Design game_flow_ctrl, sky130hd; sources not shown.
### Met1 routing, run 1

Bar = 20 um.
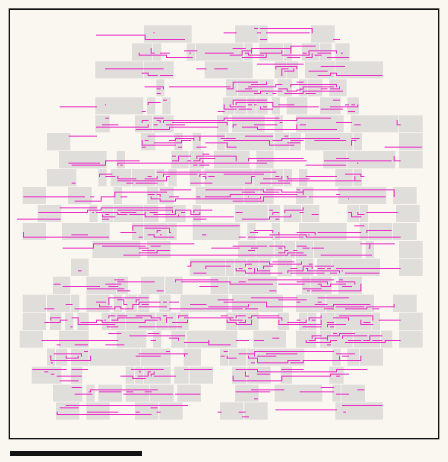
longest straight run: 24.8 um
wire length on this layer: 1810 um
Routed Wire Length: 3670 um
GR Util met1: 26.6%

### M2 wires, run 1

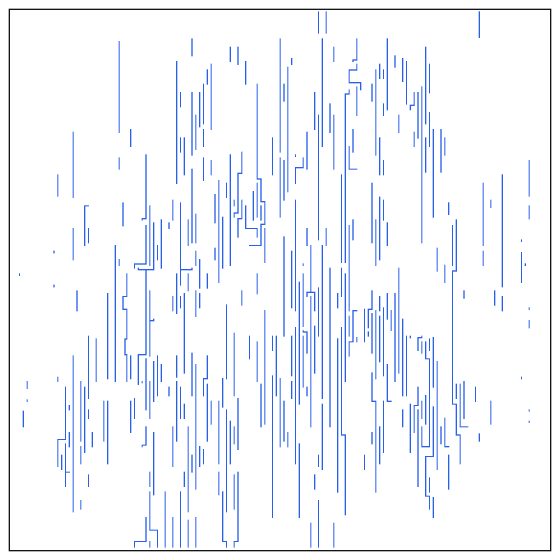
share of all routed wire: 44%
nets with wire on the layer: 223
main direction: vertical
longest straight run: 20.2 um
wire length on this layer: 1630 um
routed vias: 1503
met2 usage: 29.0%

### The metal 3 layer, run 1

Bar = 20 um.
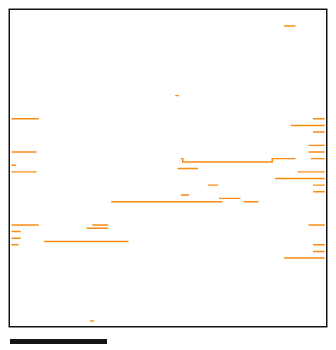
main direction: horizontal
nets with wire on the layer: 32
longest straight run: 22.5 um
wire length on this layer: 167 um
share of all routed wire: 4.6%
met3 usage: 2.82%

==> impl_metrics.tcl, run 1 <==
# flow metrics
set metrics [dict create \
    worstSetupPathType "primary input to flop" \
    p_leak_nw 0.846 \
    gp_congestion 0.807 \
    cts_resized 0 \
    maxSlewHeadroom_pct 68.6 \
    cts.sinks 27 \
    final_cell_mix "37 x clkdlybuf4s50_1, 27 x dfxtp_1, 20 x nor2_1" \
    grt_start_max_net_pins 16 \
    reg2reg_depth 6 \
    num_rows 22 \
    warnings 27 \
    worstMarginPinSlew_ns 0.468 \
    ctsLongestPathBuffers 2 \
    clkSlewWorstSetupHoldPaths_ns 0.09 \
    cts-hold-fix-buffers 0 \
    grt_pass1_vias 1369 \
    clock.latency.late_pin_ns 0.27 \
    hp-class "flop to flop" \
    outcome "finished clean" \
    holdPathStages 2 \
    antenna_cells 0 \
    final_common_cell "clkdlybuf4s50_1" \
    hpwlAfterDp_um 2860 \
    wl_per_cell_um 12.9 \
    largest_register_ffs 7 \
    period_needed_ns 1.91 \
    cts_max_level 1 \
    cap_violations 0 \
    cpLargestDelayFamily "simple AND/OR/NAND/NOR gates" \
    vias_per_cell 5.27 \
    max-vdd-ir-drop_uv 226 \
    cts_tree "yes" \
    drc 0 \
    most_common_cell "dfxtp_1" \
    p_per_area_nw_per_um2 539 \
    antenna_left 0 \
    grt_overflow 0 \
]
[run 1: power by group]
part	total, mW	switching, mW	leakage [nW]	internal (mW)
clock	0.310	0.170	0.0255	0.140
sequential	0.575	0.0163	0.221	0.559
combinational	0.271	0.135	0.600	0.136
[run 1: kinds of logic (layout without fill, tap and decap cells)]
| group | Yosys count | in the layout | share of synthesized area (%) |
|---|---|---|---|
| xor+xnor | 3 | 3 | 1.66 |
| simple gates | 82 | 82 | 29.8 |
| fa+ha+maj | 12 | 12 | 9.51 |
| mux | 4 | 4 | 2.54 |
| flops | 27 | 27 | 34.2 |
| compound gates | 37 | 37 | 16.6 |
| buf+inv | 24 | 72 | 5.71 |
[run 1: layer usage]
layer	vias up	share of wire, %	GRT usage, %
met3	6	4.5	2.82
met1	679	49	26.6
met5	-	0	0
met2	43	44	29.0
li1	775	-	-
met4	0	1.7	8.33
[run 1: final cells by class]
type / count / area [um^2] / share of cell area [%]
repair buffers: 51 / 475 / 22.2
clock inverters: 1 / 5.00 / 0.234
clock buffers: 3 / 41.3 / 1.93
well taps: 48 / 60.1 / 2.80
inverters: 17 / 63.8 / 2.98
flip-flops and latches: 27 / 541 / 25.2
multi-input cells: 138 / 957 / 44.7
[run 1: metrics by stage]
step / total power [mW] / hold slack [ns] / worst slack (ns)
2_1_floorplan: 0.732 / 0.328 / 0.121
3_5_place_dp: 0.856 / 0.426 / -0.182
6_report: 1.16 / 0.438 / 0.0946
4_1_cts: 1.16 / 0.440 / 0.0586
5_1_grt: 1.22 / 0.450 / 0.0293
3_3_place_gp: 0.855 / 0.416 / -0.103
[run 1: worst min-delay path: stages, from the launching register on]
cell and delay, ns:
dfxtp_1 0.31, inv_1 0.04, a21oi_1 0.05
==> run 1 -> run 2 <==
CORE_MARGIN = 10   (was default)
SLEW_MARGIN = 20   (was default)
==> impl_metrics.tcl, run 2 <==
# flow metrics
set metrics [dict create \
    outcome "finished clean" \
    clkSlewWorstSetupHoldPaths_ns 0.10 \
    dp_slack_ns -0.164 \
    grt_pass1_wl_um 6470 \
    synthFlopType "dfxtp_1" \
    fp_util_pct 42.2 \
    die_width_um 82.8 \
    synthTopLogicFamily "simple AND/OR/NAND/NOR gates" \
    wl_per_cell_um 13.7 \
    hpwlAfterDp_um 3170 \
    reg2reg_depth 6 \
    cts-hold-fix-buffers 0 \
    xor_area_share_pct 1.66 \
    drc 0 \
    sw_frac_of_total_pct 28.4 \
    gp_congestion 0.815 \
    p_leak_nw 0.858 \
    ys.flops 27 \
    grt_usage_pct 10.9 \
    die_area_um2 6860 \
    core-area_um2 3740 \
    fmax_ghz 0.523 \
    cts_tree "yes" \
    ys_sh_aoi_pct 16.6 \
    cp_slowest_stage_delay_ns 0.64 \
    p_comb_share_pct 23.7 \
    syn_inst 189 \
    dpl-instance-area_um2 2110 \
    holdPathStages 2 \
    regArea_um2 541 \
    num_rows 22 \
    setup-violations-final 0 \
    synthDistinctLibCells 44 \
    internal-power_mw 0.842 \
    clock.latency.late_pin_ns 0.28 \
    layout_setup_ws_ns 0.0896 \
    yosysWarnings 0 \
    antenna_left 0 \
    netlist_area_um2 1580 \
    cp.required_ns 1.70 \
    final_cell_mix "37 x clkdlybuf4s50_1, 27 x dfxtp_1, 20 x nor2_1" \
    vias_per_cell 5.21 \
    cts.sinks 27 \
    fin_skew_ns 0.00398 \
    num_vias 1501 \
    end_kind "primary output" \
    p_per_area_nw_per_um2 542 \
    largest_register_ffs 7 \
    fin_area_um2 2170 \
    port_buffers 37 \
    worstSetupPathType "flop to primary output" \
    antenna_cells 0 \
    max-vdd-ir-drop_uv 272 \
    worstMarginPinSlew_ns 0.469 \
    grt_overflow 0 \
    layout.area.comb_um2 957 \
    avgSynthCellArea_um2 8.35 \
    cts_max_level 1 \
    p_sw_mw 0.334 \
    ys_sh_adder_pct 9.51 \
    drtIter0Drc 101 \
    final_common_cell "clkdlybuf4s50_1" \
    pwr-share-clk_pct 27.4 \
    maxSlewHeadroom_pct 68.5 \
    rsz0062_at_grt "false" \
    ctsLongestPathBuffers 2 \
    grt_pass1_vias 1364 \
    cp.arrival_ns 1.61 \
    p_seq_share_pct 48.9 \
    mux_share_pct 2.54 \
    whs_ns 0.438 \
    period_needed_ns 1.91 \
    cap_violations 0 \
    largest_area_cell "dfxtp_1" \
    power.total_mw 1.18 \
    grt_start_max_net_pins 17 \
    most_common_cell "dfxtp_1" \
    hp-class "flop to flop" \
    warnings 27 \
    simple_gate_area_share_pct 29.8 \
    ys_cells 189 \
]
## run 2: cell counts after synthesis
No cell type changed its count.
## run 2: critical path, delay by kind of cell (launching register included)
family	cells	cell delay, ns
buf+inv	2	0.83
flops	1	0.32
simple gates	1	0.19
## run 2: logic make-up after synthesis
family,after synthesis
and+or+nand+nor,82
adders and majority gates,12
AOI/OAI and AO/OA,37
muxes,4
buffers and inverters,24
DFF,27
xor gates and xnor gates,3
## run 2: area by class of cell
cell class                 count  area share, %
sequential                    27           24.9
tap                           48           2.77
clock inverter                 1          0.346
inverter                      17           2.94
clock buffer                   3           1.90
multi-input combinational    138           44.1
timing repair buffer          54           23.0
## run 2: power by group through the flow
stage          Sequential [mW]  Combinational, mW  Clock (mW)
5_1_grt                  0.578              0.306       0.352
2_1_floorplan            0.606              0.126           0
3_3_place_gp             0.587              0.275           0
3_5_place_dp             0.588              0.277           0
6_report                 0.575              0.279       0.322
4_1_cts                  0.575              0.279       0.334
## run 2: timing repair
action | CTS | global route
resized | 0 | 1
buffers inserted | 0 | 0
endpoints found under the setup margin | 0 | 1
## run 2: through the flow
step,TNS [ns],util (%)
after floorplan,0,-
after global placement,-1.34,56.4
final,0,57.9
after global routing,0,57.9
after detailed placement,-1.86,56.4
after CTS,0,57.7
## run 2: routing by layer
| layer | GRT usage [%] | up-vias | routed length, um |
|---|---|---|---|
| met4 | 4.62 | 0 | 57 |
| met2 | 15.8 | 45 | 1650 |
| met5 | 0 | - | 0 |
| li1 | - | 787 | - |
| met1 | 15.0 | 665 | 2010 |
| met3 | 2.25 | 4 | 223 |
### The metal 3 layer, run 2

Bar = 20 um.
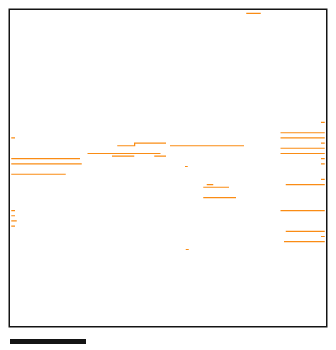
Routed Wire Length: 3940 um
met3 usage: 2.25%

No activity file was given, so power comes from the tool's default toggle rates.
